clock_wires.png
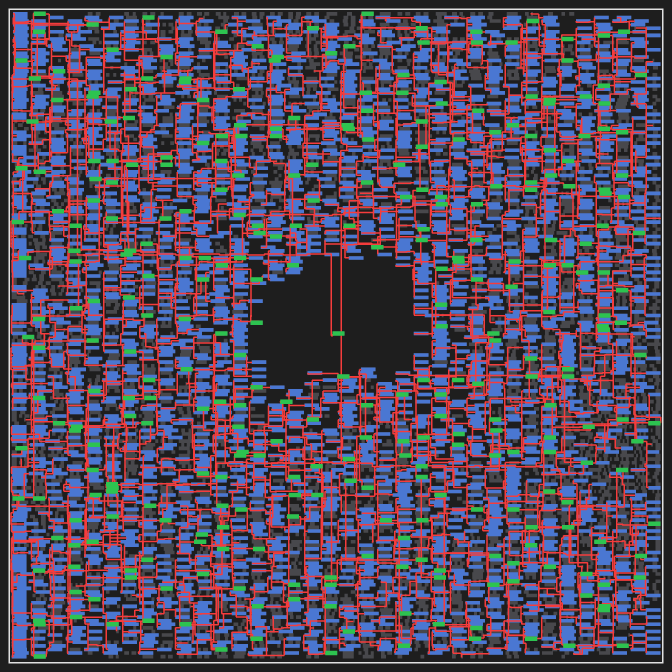
pinout.png
Pins as bars across the die edge, other pins in gray.
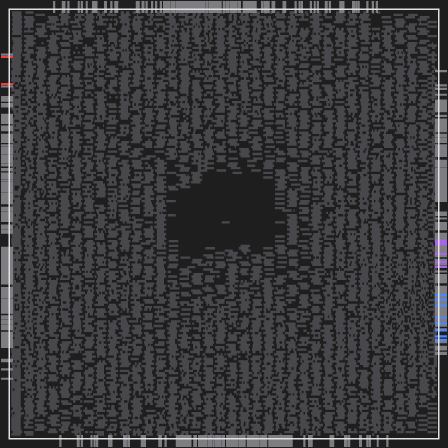
clock_nets.png
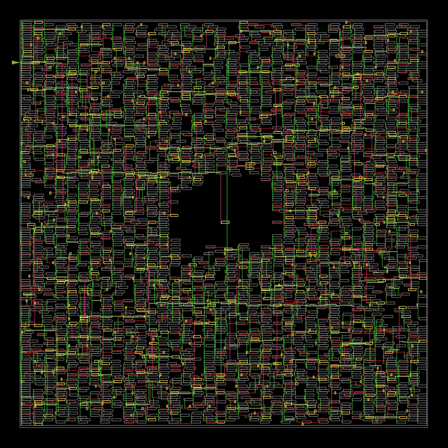
### src/rtl/dram_req_queue_mc_if.sv
// Backend-push and controller-side request bus of the multi-channel DRAM request queue.
// Per-channel fields are flattened, with channel c occupying slice c.
interface dram_req_queue_mc_if #(
    parameter int unsigned ADDR_W = 32,
    parameter int unsigned ID_W   = 4,
    parameter int unsigned DATA_W = 128,
    parameter int unsigned DEPTH  = 8,
    parameter int unsigned NUM_CH = 2
);
    localparam int unsigned MASK_W = DATA_W / 8;
    localparam int unsigned CNT_W  = $clog2(DEPTH + 1);
    localparam int unsigned CH_W   = (NUM_CH > 1) ? $clog2(NUM_CH) : 1;

    logic [NUM_CH-1:0]        in_valid;
    logic [NUM_CH-1:0]        in_ready;
    logic [NUM_CH-1:0]        in_write;
    logic [NUM_CH*ADDR_W-1:0] in_addr;
    logic [NUM_CH*ID_W-1:0]   in_id;
    logic [NUM_CH*3-1:0]      in_sub_id;
    logic [NUM_CH*3-1:0]      in_num_req;
    logic [NUM_CH*MASK_W-1:0] in_mask;
    logic [NUM_CH*DATA_W-1:0] in_wdata;

    logic                     out_valid;
    logic                     out_ready;
    logic                     out_write;
    logic [ADDR_W-1:0]        out_addr;
    logic [ID_W-1:0]          out_id;
    logic [2:0]               out_sub_id;
    logic [MASK_W-1:0]        out_mask;
    logic [DATA_W-1:0]        out_wdata;
    logic [CH_W-1:0]          out_ch;

    logic [NUM_CH*CNT_W-1:0]  count;
    logic [NUM_CH-1:0]        burst_done;
    logic [ID_W-1:0]          burst_done_id;

    modport slave (
        input  in_valid, in_write, in_addr, in_id, in_sub_id, in_num_req, in_mask, in_wdata,
        input  out_ready,
        output in_ready,
        output out_valid, out_write, out_addr, out_id, out_sub_id, out_mask, out_wdata, out_ch,
        output count, burst_done, burst_done_id
    );

    modport master (
        output in_valid, in_write, in_addr, in_id, in_sub_id, in_num_req, in_mask, in_wdata,
        output out_ready,
        input  in_ready,
        input  out_valid, out_write, out_addr, out_id, out_sub_id, out_mask, out_wdata, out_ch,
        input  count, burst_done, burst_done_id
    );
endinterface

### src/rtl/dram_req_queue_mc.sv
// Per-channel FWFT request FIFOs feeding a burst-locking round-robin arbiter
// towards the DRAM controller, with registered per-channel burst completion.
module dram_req_queue_mc #(
    parameter int unsigned ADDR_W = 32,
    parameter int unsigned ID_W   = 4,
    parameter int unsigned DATA_W = 128,
    parameter int unsigned DEPTH  = 8,
    parameter int unsigned NUM_CH = 2
) (
    input  logic                 CLK,
    input  logic                 nRST,
    input  logic                 flush,
    dram_req_queue_mc_if.slave   bus
);
    localparam int unsigned MASK_W = DATA_W / 8;
    localparam int unsigned PTR_W  = $clog2(DEPTH);
    localparam int unsigned CNT_W  = $clog2(DEPTH + 1);
    localparam int unsigned CH_W   = (NUM_CH > 1) ? $clog2(NUM_CH) : 1;

    typedef struct packed {
        logic              write;
        logic [ADDR_W-1:0] addr;
        logic [ID_W-1:0]   id;
        logic [2:0]        sub_id;
        logic              last;
        logic [MASK_W-1:0] mask;
        logic [DATA_W-1:0] wdata;
    } entry_t;

    typedef enum logic {
        IDLE_RR,
        LOCKED
    } arb_state_t;

    logic [PTR_W-1:0] wr_ptr [NUM_CH];
    logic [PTR_W-1:0] rd_ptr [NUM_CH];
    logic [CNT_W-1:0] cnt    [NUM_CH];
    entry_t           head   [NUM_CH];
    logic [NUM_CH-1:0] push, pop, full, empty;

    arb_state_t       state_q, state_d;
    logic [CH_W-1:0]  lock_ch_q, lock_ch_d;
    logic [CH_W-1:0]  rr_ptr_q, rr_ptr_d;
    logic [CH_W-1:0]  grant;
    logic             found;
    int unsigned      idx;
    entry_t           head_g;
    logic             valid, hs;
    logic [NUM_CH-1:0] done_q, done_d;
    logic [ID_W-1:0]  done_id_q, done_id_d;

    for (genvar c = 0; c < NUM_CH; c++) begin : g_ch
        entry_t mem [DEPTH];
        entry_t in_e;

        assign full[c]         = (cnt[c] == CNT_W'(DEPTH));
        assign empty[c]        = (cnt[c] == '0);
        assign bus.in_ready[c] = ~full[c];
        assign push[c]         = bus.in_valid[c] & ~full[c] & ~flush;
        assign pop[c]          = hs & (grant == CH_W'(c)) & ~flush;
        assign bus.count[c*CNT_W +: CNT_W] = cnt[c];

        assign in_e.write  = bus.in_write[c];
        assign in_e.addr   = bus.in_addr[c*ADDR_W +: ADDR_W];
        assign in_e.id     = bus.in_id[c*ID_W +: ID_W];
        assign in_e.sub_id = bus.in_sub_id[c*3 +: 3];
        // 3-bit wrap makes num_req=0 mark sub_id 7 as the last beat
        assign in_e.last   = (bus.in_sub_id[c*3 +: 3] == 3'(bus.in_num_req[c*3 +: 3] - 3'd1));
        assign in_e.mask   = bus.in_mask[c*MASK_W +: MASK_W];
        assign in_e.wdata  = bus.in_write[c] ? bus.in_wdata[c*DATA_W +: DATA_W] : '0;

        always_ff @(posedge CLK) begin
            if (push[c]) begin
                mem[wr_ptr[c]] <= in_e;
            end
        end

        assign head[c] = mem[rd_ptr[c]];
    end

    always_ff @(posedge CLK or negedge nRST) begin
        if (!nRST) begin
            for (int unsigned i = 0; i < NUM_CH; i++) begin
                wr_ptr[i] <= '0;
                rd_ptr[i] <= '0;
                cnt[i]    <= '0;
            end
        end else if (flush) begin
            for (int unsigned i = 0; i < NUM_CH; i++) begin
                wr_ptr[i] <= '0;
                rd_ptr[i] <= '0;
                cnt[i]    <= '0;
            end
        end else begin
            for (int unsigned i = 0; i < NUM_CH; i++) begin
                if (push[i]) wr_ptr[i] <= wr_ptr[i] + PTR_W'(1);
                if (pop[i])  rd_ptr[i] <= rd_ptr[i] + PTR_W'(1);
                if (push[i] && !pop[i])      cnt[i] <= cnt[i] + CNT_W'(1);
                else if (!push[i] && pop[i]) cnt[i] <= cnt[i] - CNT_W'(1);
            end
        end
    end

    always_comb begin
        grant = rr_ptr_q;
        found = 1'b0;
        idx   = 0;
        if (state_q == LOCKED) begin
            grant = lock_ch_q;
        end else begin
            for (int unsigned i = 0; i < NUM_CH; i++) begin
                idx = i + 32'(rr_ptr_q);
                if (idx >= NUM_CH) idx = idx - NUM_CH;
                if (!found && !empty[idx]) begin
                    grant = CH_W'(idx);
                    found = 1'b1;
                end
            end
        end
    end

    assign head_g = head[grant];
    assign valid  = ~empty[grant];
    assign hs     = valid & bus.out_ready;

    assign bus.out_valid  = valid;
    assign bus.out_ch     = grant;
    assign bus.out_write  = valid ? head_g.write  : 1'b0;
    assign bus.out_addr   = valid ? head_g.addr   : '0;
    assign bus.out_id     = valid ? head_g.id     : '0;
    assign bus.out_sub_id = valid ? head_g.sub_id : '0;
    assign bus.out_mask   = valid ? head_g.mask   : '0;
    assign bus.out_wdata  = valid ? head_g.wdata  : '0;

    always_comb begin
        state_d   = state_q;
        lock_ch_d = lock_ch_q;
        rr_ptr_d  = rr_ptr_q;
        done_d    = '0;
        done_id_d = done_id_q;
        if (hs) begin
            if (head_g.last) begin
                state_d      = IDLE_RR;
                rr_ptr_d     = (grant == CH_W'(NUM_CH - 1)) ? '0 : grant + CH_W'(1);
                done_d[grant] = 1'b1;
                done_id_d    = head_g.id;
            end else begin
                state_d   = LOCKED;
                lock_ch_d = grant;
            end
        end else if (state_q == IDLE_RR && valid) begin
            // A stalled grant is non-empty, so restarting the scan at it keeps it
            // granted even if an earlier channel in scan order fills meanwhile.
            rr_ptr_d = grant;
        end
    end

    always_ff @(posedge CLK or negedge nRST) begin
        if (!nRST) begin
            state_q   <= IDLE_RR;
            lock_ch_q <= '0;
            rr_ptr_q  <= '0;
            done_q    <= '0;
            done_id_q <= '0;
        end else if (flush) begin
            state_q   <= IDLE_RR;
            lock_ch_q <= '0;
            rr_ptr_q  <= '0;
            done_q    <= '0;
            done_id_q <= '0;
        end else begin
            state_q   <= state_d;
            lock_ch_q <= lock_ch_d;
            rr_ptr_q  <= rr_ptr_d;
            done_q    <= done_d;
            done_id_q <= done_id_d;
        end
    end

    assign bus.burst_done    = done_q;
    assign bus.burst_done_id = done_id_q;
endmodule

### src/flat_wrapper.sv
// flat-port wrapper written by rule: the top's interface ports become plain ports
module dram_req_queue_mc_flat 
#(
    parameter int unsigned ADDR_W = 32,
    parameter int unsigned ID_W   = 4,
    parameter int unsigned DATA_W = 128,
    parameter int unsigned DEPTH  = 8,
    parameter int unsigned NUM_CH = 2
)
  (CLK, nRST, flush, bus_in_valid, bus_in_write, bus_in_addr, bus_in_id, bus_in_sub_id, bus_in_num_req, bus_in_mask, bus_in_wdata, bus_out_ready, bus_in_ready, bus_out_valid, bus_out_write, bus_out_addr, bus_out_id, bus_out_sub_id, bus_out_mask, bus_out_wdata, bus_out_ch, bus_count, bus_burst_done, bus_burst_done_id);
  dram_req_queue_mc_if #(.ADDR_W(ADDR_W), .ID_W(ID_W), .DATA_W(DATA_W), .DEPTH(DEPTH), .NUM_CH(NUM_CH)) bus_i ();
  input  logic CLK;
  input  logic nRST;
  input  logic flush;
  input wire logic [$bits(bus_i.in_valid)-1:0] bus_in_valid;
  input wire logic [$bits(bus_i.in_write)-1:0] bus_in_write;
  input wire logic [$bits(bus_i.in_addr)-1:0] bus_in_addr;
  input wire logic [$bits(bus_i.in_id)-1:0] bus_in_id;
  input wire logic [$bits(bus_i.in_sub_id)-1:0] bus_in_sub_id;
  input wire logic [$bits(bus_i.in_num_req)-1:0] bus_in_num_req;
  input wire logic [$bits(bus_i.in_mask)-1:0] bus_in_mask;
  input wire logic [$bits(bus_i.in_wdata)-1:0] bus_in_wdata;
  input wire logic [$bits(bus_i.out_ready)-1:0] bus_out_ready;
  output wire logic [$bits(bus_i.in_ready)-1:0] bus_in_ready;
  output wire logic [$bits(bus_i.out_valid)-1:0] bus_out_valid;
  output wire logic [$bits(bus_i.out_write)-1:0] bus_out_write;
  output wire logic [$bits(bus_i.out_addr)-1:0] bus_out_addr;
  output wire logic [$bits(bus_i.out_id)-1:0] bus_out_id;
  output wire logic [$bits(bus_i.out_sub_id)-1:0] bus_out_sub_id;
  output wire logic [$bits(bus_i.out_mask)-1:0] bus_out_mask;
  output wire logic [$bits(bus_i.out_wdata)-1:0] bus_out_wdata;
  output wire logic [$bits(bus_i.out_ch)-1:0] bus_out_ch;
  output wire logic [$bits(bus_i.count)-1:0] bus_count;
  output wire logic [$bits(bus_i.burst_done)-1:0] bus_burst_done;
  output wire logic [$bits(bus_i.burst_done_id)-1:0] bus_burst_done_id;
  assign bus_i.in_valid = bus_in_valid;
  assign bus_i.in_write = bus_in_write;
  assign bus_i.in_addr = bus_in_addr;
  assign bus_i.in_id = bus_in_id;
  assign bus_i.in_sub_id = bus_in_sub_id;
  assign bus_i.in_num_req = bus_in_num_req;
  assign bus_i.in_mask = bus_in_mask;
  assign bus_i.in_wdata = bus_in_wdata;
  assign bus_i.out_ready = bus_out_ready;
  assign bus_in_ready = bus_i.in_ready;
  assign bus_out_valid = bus_i.out_valid;
  assign bus_out_write = bus_i.out_write;
  assign bus_out_addr = bus_i.out_addr;
  assign bus_out_id = bus_i.out_id;
  assign bus_out_sub_id = bus_i.out_sub_id;
  assign bus_out_mask = bus_i.out_mask;
  assign bus_out_wdata = bus_i.out_wdata;
  assign bus_out_ch = bus_i.out_ch;
  assign bus_count = bus_i.count;
  assign bus_burst_done = bus_i.burst_done;
  assign bus_burst_done_id = bus_i.burst_done_id;
  dram_req_queue_mc #(.ADDR_W(ADDR_W), .ID_W(ID_W), .DATA_W(DATA_W), .DEPTH(DEPTH), .NUM_CH(NUM_CH)) u_core (.CLK(CLK), .nRST(nRST), .flush(flush), .bus(bus_i));
endmodule
### config.mk
export PLATFORM = sky130hd
export DESIGN_NAME = dram_req_queue_mc_flat
export DESIGN_NICKNAME = d
export VERILOG_FILES = /design/src/rtl/dram_req_queue_mc_if.sv /design/src/rtl/dram_req_queue_mc.sv /design/src/flat_wrapper.sv
export SDC_FILE = /design/constraint.sdc
export NUM_CORES = 2
export LEC_CHECK = 0
export CELL_PAD_IN_SITES_DETAIL_PLACEMENT = 2
export CELL_PAD_IN_SITES_GLOBAL_PLACEMENT = 2
export CORE_UTILIZATION = 48
export DETAILED_ROUTE_END_ITERATION = 12
export GPL_TIMING_DRIVEN = 0
export PLACE_DENSITY = 0.9
export REMOVE_ABC_BUFFERS = 1
export SLEW_MARGIN = 25
export SYNTH_ARGS = -nofsm -noshare
export SYNTH_HDL_FRONTEND = slang
export SYNTH_SLANG_ARGS = --single-unit
### constraint.sdc
create_clock -name CLK -period 19.8 [get_ports CLK]
set_input_delay 1.98 -clock CLK [delete_from_list [all_inputs] [get_ports CLK]]
set_output_delay 1.98 -clock CLK [all_outputs]
set_load 0.02 [all_outputs]
==> flow_summary.ini <==
; generated from flow reports
[power]
p_int_w = 0.0129
p_leak_nw = 43.9
pwr-share-comb = 0.314
total_power_w = 0.0193
power-per-cell-area_nw_per_um2 = 137
peakVddDrop_mv = 0.138
power_switching_w = 0.00647

[worst_setup_path]
endpoint_kind = primary output
r2r_cells = 15
cpMaxStageDelayCell = a211oi_1
slowest_delay_ns = 0.90
regToRegEndpoint = u_core.bus.count[7]
path_delay_family = buffers and inverters
r2r_slack_ns = 14.34
cp.required_ns = 17.82
arrival_ns = 6.22
crit_path_start_kind = flop
r2r_start = u_core.bus.count[5]
worstPathMaxFanout = 81
crit_top_cell = buf_16
crit_buf_inv = 5

[route]
viasPerCell = 6.85
via_count = 66000
drt_first_pass_iters = 5
detail_route.wl_per_cell_um = 47.4
drtAntennaViolNets = 0
drt_iter0_markers = 8836
remaining_drc_errors = 0

[synth]
ys_cells = 5214
yosys-stat-area_um2 = 116000
ff_type = edfxtp_1
ys_async_sr_fraction = 0.00970
ys_seq_share = 0.772
syn_area_um2 = 116000
top_cells_by_count = 2,960 x edfxtp_1, 740 x mux4_2, 360 x a211oi_1
top_cell = edfxtp_1

[final_layout]
drive_above_1_share = 0.242
syn_to_final_growth_pct = 21.7
fillers = 19000
fin_area_um2 = 141000
fin_nets = 6569

[min_path]
worstHoldStart = u_core.bus.burst_done_id[0]
min_to = u_core.bus.burst_done_id[0]

[placement]
gp_congestion = 0.700
place_area_um2 = 131000
place_hpwl_mm = 282

[floorplan]
rows = 180
fp_util = 0.483
die_area_um2 = 244000
io_pins = 582

[global_routing]
grt_pass1_vias = 69500
grt_usage = 0.373
grt_max_degree = 82
grt-ovfl-total = 0
grt_pass1_wl_mm = 619

[final_timing]
holdWs_ns = 0.613
rsz0062_at_grt = false
final.setup.tns_ns = 0
worst_pin_slew_ns = 1.14
fmax_ghz = 0.122
max_slew_margin = 0.234

[clock_tree]
post-cts-setup-buffers = 0
max-clock-path-buffers = 4
ctsResizeCount = 0
cts_tree = built
root_buffer = clkbuf_16
cts_buffers = 328
cts-htree-levels = 5
ctsHoldBuffers = 0
clkSlewWorstSetupHoldPaths_ns = 0.07

[run]
max_cap_viol_count = 0
warnings = 29

[run_status]
status = finished clean
Back to the opening pictures, clock_wires.png:
- red: clock wires (length 43.3 mm)
- green: clock-net drivers (count 328)
- blue: flip-flops (count 2,989)
- routed clock nets: 329

Back to the opening pictures, pinout.png:
- blue: bus_in_id (pins 8; direction input; edge east)
- purple: bus_in_sub_id (pins 6; direction input; edge east)
- red: bus_in_write (pins 2; direction input; edge west)
- all pins by edge: 162 east, 158 west, 133 south, 129 north
Die Width: 494 um
Die H: 494 um
PortBufs: 581

Back to the opening pictures, clock_nets.png:
flop count: 2,989
CTS Sinks: 2,989
clock network power: 0.00594 W
clk_skew: 0.0966 ns
Clock Latency Late Sink: 0.96 ns

## tightest hold or removal path, stage by stage, from the launching register on
cell and delay, ns:
dfrtp_1 0.37, mux2i_1 0.08, nor2_1 0.11
## worst max-delay path by stage
stage	slack, ns	cells past startpoint	to	start
after floorplan	1.86	4	bus_out_addr[0]	u_core.rd_ptr[0]
after global placement	-15.61	4	u_core.g_ch[0].mem[1][11]	flush
after detailed placement	12.90	10	bus_out_wdata[81]	u_core.bus.count[5]
after CTS	11.69	10	bus_out_wdata[81]	u_core.bus.count[5]
after global routing	11.66	10	bus_out_wdata[81]	u_core.bus.count[5]
final	11.60	10	bus_out_wdata[81]	u_core.bus.count[5]
## placed cells by master (no fill, tap or decap), drive strengths merged, types with 2 or more instances in the layout
master,n
dfrtp,29
nand2b,4
clkbuf,428
and2,260
xor2,11
nor3,8
a21oi,9
a211oi,360
diode,38
or4,2
bufinv,13
clkinv,115
nor2b,180
and3,2
nand2,12
buf,375
clkinvlp,2
clkdlybuf4s50,577
inv,24
a21o,4
nand4,3
or4b,2
xnor2,13
mux4,740
nor2,43
nand3,5
or3,3
mux2i,202
nor4,2
ha,12
edfxtp,2960
fa,2
## layer usage
layer  wire [um]  GRT usage
met1      164000      0.465
met2      235000      0.641
met3       35800     0.0703
met4       21200      0.156
met5         301          0
## flip-flops by register name, indices dropped and copies added (netlist names)
signal                    cells
u_core.state_q                1
u_core.bus.count              8
u_core.g_ch.mem            2960
u_core.bus.burst_done_id      4
u_core.bus.burst_done         2
u_core.rr_ptr_q               1
u_core.wr_ptr                 6
u_core.rd_ptr                 6
u_core.lock_ch_q              1
## power groups by stage
stage / clock network [W] / logic [W] / registers, W
final: 0.00594 / 0.00607 / 0.00732
after global routing: 0.00614 / 0.00622 / 0.00732
after CTS: 0.00598 / 0.00605 / 0.00731
after detailed placement: 0 / 0.00584 / 0.00743
after global placement: 0 / 0.00659 / 0.00803
after floorplan: 0 / 0.00368 / 0.00775
## area by class of cell
type                            instances  area (um2)  share of cell area
Sequential cell                      2989       89600               0.634
Antenna cell                           38        95.1            0.000673
Clock buffer                          428        8620              0.0610
Tap cell                             3185        3990              0.0282
Clock inverter                        138        1080             0.00766
Inverter                               16        67.6            0.000478
Timing Repair Buffer                  952       12500              0.0888
Multi-Input combinational cell       1888       25200               0.179
## logic make-up after synthesis
logic type / Yosys count / synth area share
xor+xnor: 24 / 0.00181
fa+ha+maj: 14 / 0.00164
buf+inv: 337 / 0.0120
simple gates: 526 / 0.0272
flops: 2989 / 0.772
compound gates: 382 / 0.0248
mux: 942 / 0.161
## stage by stage
| stage | std cells | setup WS, ns |
|---|---|---|
| global route | 9619 | 11.66 |
| floorplan | 4893 | 1.86 |
| CTS | 9596 | 11.69 |
| detailed placement | 9030 | 12.90 |
| finish | 9634 | 11.60 |
| global placement | 8659 | -15.61 |
No activity file was given, so power comes from the tool's default toggle rates.
